`src/rtl/gray_counter.sv`:
```
// gray_counter: up/down binary counter with a registered Gray-code view.
// The count is held in binary. gray_q is registered from the same next-state
// value as bin_q, so it is always the Gray encoding of bin_q.
// Supports synchronous load of binary or Gray-coded values, wrap or
// saturate behaviour at the limits, and a terminal-count flag.
module gray_counter #(
  parameter int WIDTH = 3,
  parameter bit WRAP  = 1'b1
) (
  input  logic             clk,
  input  logic             rst_n,
  input  logic             en,
  input  logic             up,
  input  logic             load,
  input  logic             load_is_gray,
  input  logic [WIDTH-1:0] load_val,
  output logic [WIDTH-1:0] bin_q,
  output logic [WIDTH-1:0] gray_q,
  output logic             tc
);

  localparam logic [WIDTH-1:0] MAX_C  = {WIDTH{1'b1}};
  localparam logic [WIDTH-1:0] ZERO_C = {WIDTH{1'b0}};
  localparam logic [WIDTH-1:0] ONE_C  = {{(WIDTH-1){1'b0}}, 1'b1};

  // Binary to Gray: each bit is XORed with the bit above it.
  function automatic logic [WIDTH-1:0] bin2gray(input logic [WIDTH-1:0] b);
    return b ^ (b >> 1);
  endfunction

  // Gray to binary: prefix XOR running from the MSB down.
  function automatic logic [WIDTH-1:0] gray2bin(input logic [WIDTH-1:0] g);
    logic [WIDTH-1:0] b;
    b = ZERO_C;
    b[WIDTH-1] = g[WIDTH-1];
    for (int i = WIDTH - 2; i >= 0; i--) begin
      b[i] = b[i+1] ^ g[i];
    end
    return b;
  endfunction

  logic [WIDTH-1:0] bin_r;
  logic [WIDTH-1:0] gray_r;
  logic             tc_r;
  logic [WIDTH-1:0] next_bin_s;
  logic             next_tc_s;

  // Next-state selection: load has priority over counting, counting over hold.
  always_comb begin
    next_bin_s = bin_r;
    next_tc_s  = 1'b0;
    if (load) begin
      if (load_is_gray) begin
        next_bin_s = gray2bin(load_val);
      end else begin
        next_bin_s = load_val;
      end
    end else if (en) begin
      if (up) begin
        if (bin_r == MAX_C) begin
          // At the top limit: wrap to zero or stay put; either way flag it.
          next_tc_s = 1'b1;
          if (WRAP) begin
            next_bin_s = ZERO_C;
          end else begin
            next_bin_s = bin_r;
          end
        end else begin
          next_bin_s = bin_r + ONE_C;
        end
      end else begin
        if (bin_r == ZERO_C) begin
          // At the bottom limit: wrap to all-ones or stay put; flag it.
          next_tc_s = 1'b1;
          if (WRAP) begin
            next_bin_s = MAX_C;
          end else begin
            next_bin_s = bin_r;
          end
        end else begin
          next_bin_s = bin_r - ONE_C;
        end
      end
    end else begin
      next_bin_s = bin_r;
      next_tc_s  = 1'b0;
    end
  end

  // State and output registers; Gray view derived from the next binary value.
  always_ff @(posedge clk or negedge rst_n) begin
    if (!rst_n) begin
      bin_r  <= ZERO_C;
      gray_r <= ZERO_C;
      tc_r   <= 1'b0;
    end else begin
      bin_r  <= next_bin_s;
      gray_r <= bin2gray(next_bin_s);
      tc_r   <= next_tc_s;
    end
  end

  assign bin_q  = bin_r;
  assign gray_q = gray_r;
  assign tc     = tc_r;

endmodule

```
`config.mk`:
```
export PLATFORM = sky130hd
export DESIGN_NAME = gray_counter
export DESIGN_NICKNAME = d
export VERILOG_FILES = /design/src/rtl/gray_counter.sv
export SDC_FILE = /design/constraint.sdc
export NUM_CORES = 1
export LEC_CHECK = 0
export CAP_MARGIN = 25
export CORE_AREA = 8 8 45 47
export CTS_CLUSTER_DIAMETER = 200
export DETAILED_ROUTE_END_ITERATION = 12
export DIE_AREA = 0 0 53 55
export GPL_ROUTABILITY_DRIVEN = 0
export PLACE_DENSITY = 0.74
export SLEW_MARGIN = 20
export SYNTH_ARGS = -nofsm -noshare
export SYNTH_HDL_FRONTEND = slang
export SYNTH_SLANG_ARGS = --single-unit
```
`constraint.sdc`:
```
create_clock -name clk -period 1.8 [get_ports clk]
set_clock_uncertainty 0.1 [all_clocks]
set_input_delay 0.36 -clock clk [delete_from_list [all_inputs] [get_ports clk]]
set_output_delay 0.36 -clock clk [all_outputs]
set_load 0.03 [all_outputs]
```
==> images/class_map.png <==
The bar under the picture is 20 um long.
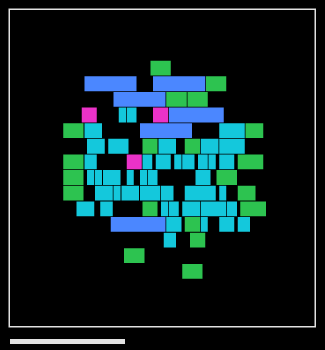
Key: sequential cells = blue [cells 6, share of their area 23%]; clock-net drivers = magenta [cells 3, share of their area 3.4%]; remaining logic cells = cyan [cells 43, share of their area 45%]; remaining buffers and delay cells = green [cells 20, share of their area 29%]

==> images/clock_wires.png <==
The bar under the picture is 20 um long.
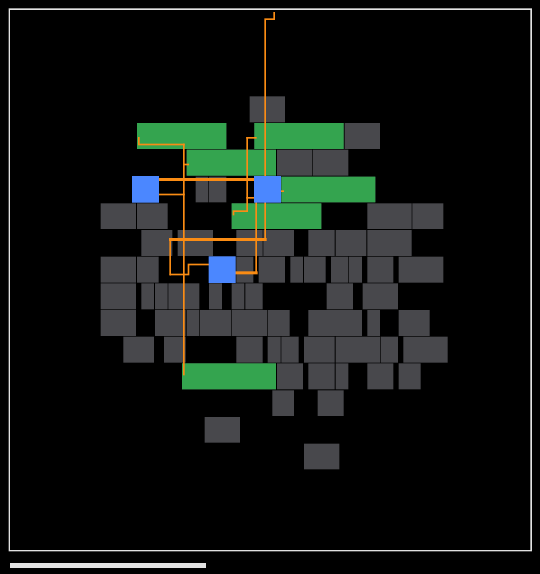
Key: clock-net drivers = blue [count 3]; flip-flops = green [count 6]; clock wires = orange [length 115 um]
There are 4 routed clock nets.

==> images/gates.png <==
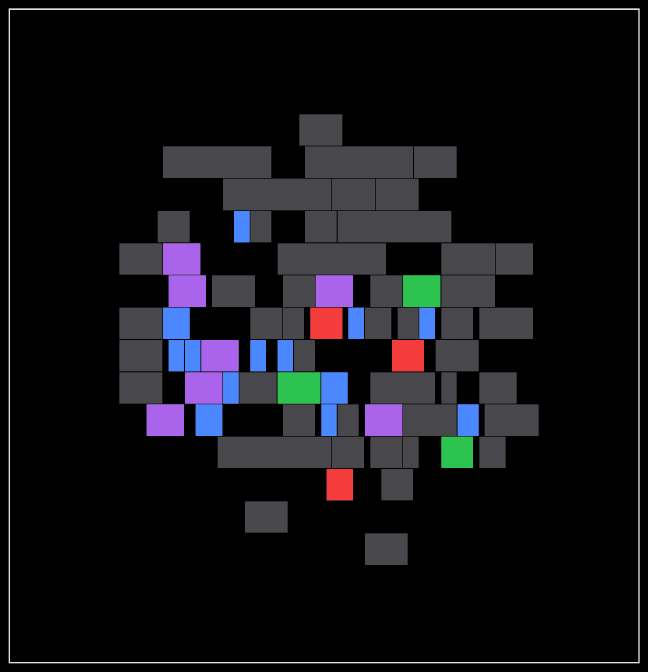
Key: non-inverting ao/oa cells = green [cells 3]; nand cells = blue [cells 13]; nor cells = red [cells 3]; xor and xnor cells = purple [cells 7]

==> flow.log <==
[metrics] run summary
INFO  metric yosysUniqueCellTypes = 23
INFO  metric leak_pwr = between 0.3 and 0.4 nW
INFO  metric post_synthesis_cell_count_from_yosys = about 52
INFO  metric critical-path-top-delay-family = AND-OR/OR-AND gates
INFO  metric cts_max_level = 1
INFO  metric crit_cells = 6
INFO  metric post-place-ws = -58.1 ps
INFO  metric placed_area = 641 um2
INFO  metric met3_length = 89 um
INFO  metric vias = approximately 430
INFO  metric worst-path-buf-inv = 1
INFO  metric synthMuxAreaShare = 0.0216
INFO  metric route.layer.met1.wl = roughly 420 um
INFO  metric synth_top_cell_by_count = sky130_fd_sc_hd__nand2_1
INFO  metric total_power = roughly 580 uW
INFO  metric tritoncts_clock_tree = done
INFO  metric mostFrequentLayoutCells = sky130_fd_sc_hd__clkdlybuf4s50_1 (11), sky130_fd_sc_hd__nand2_1 (9), sky130_fd_sc_hd__buf_4 (5), sky130_fd_sc_hd__xnor2_1 (4), sky130_fd_sc_hd__dfrtp_1 (4)
INFO  metric tritoncts.num_buffers = 3
INFO  metric clk_pin_slew_worst_paths = ~50 ps
INFO  metric initial_core_util = 0.335
INFO  metric run_status = finished, final reports clean
INFO  metric antenna_violating_nets_post_route = 0
INFO  metric port_buffers = 15
INFO  metric mappedNetlistArea = ~460 um2
INFO  metric detail_route.vias_per_cell = about 5
INFO  metric timing.setup.critical_path_class = reg2reg
==> images/ff_map.png <==
The bar under the picture is 20 um long. Other sequential cells in the stronger gray, the rest of the logic in the fainter gray.
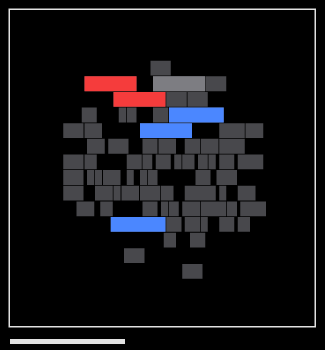
Key: gray_q = red [sequential cells 2]; bin_q = blue [sequential cells 3]
Another 1 sequential cells are not colored.

==> images/congestion_map.png <==
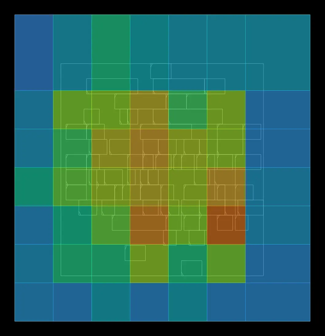
busiest grt layer: met2
met1 capacity usage during global routing: 0.0844

==> power by group <==
part           internal [mW]  switching, mW  total [mW]
Clock                 0.0752         0.0457       0.121
Combinational          0.134          0.147       0.281
Sequential             0.160         0.0184       0.178
==> state kept, by name, summed over array words and instances, names as in the netlist <==
register and flops:
bin_q 3, gray_q 2, tc 1
==> cell type report <==
type	instances	area, um2
Fill cell	135	701
Multi-Input combinational cell	41	290
Timing Repair Buffer	20	190
Sequential cell	6	153
Clock buffer	3	22.5
Tap cell	16	20.0
Inverter	2	7.51
==> repair_timing <==
item,CTS,global route
pin swaps,0,1
endpoints found under the setup margin,2,3
hold buffers,0,0
buffers inserted,0,2
gates resized,2,4
No activity file was given, so power comes from the tool's default toggle rates.
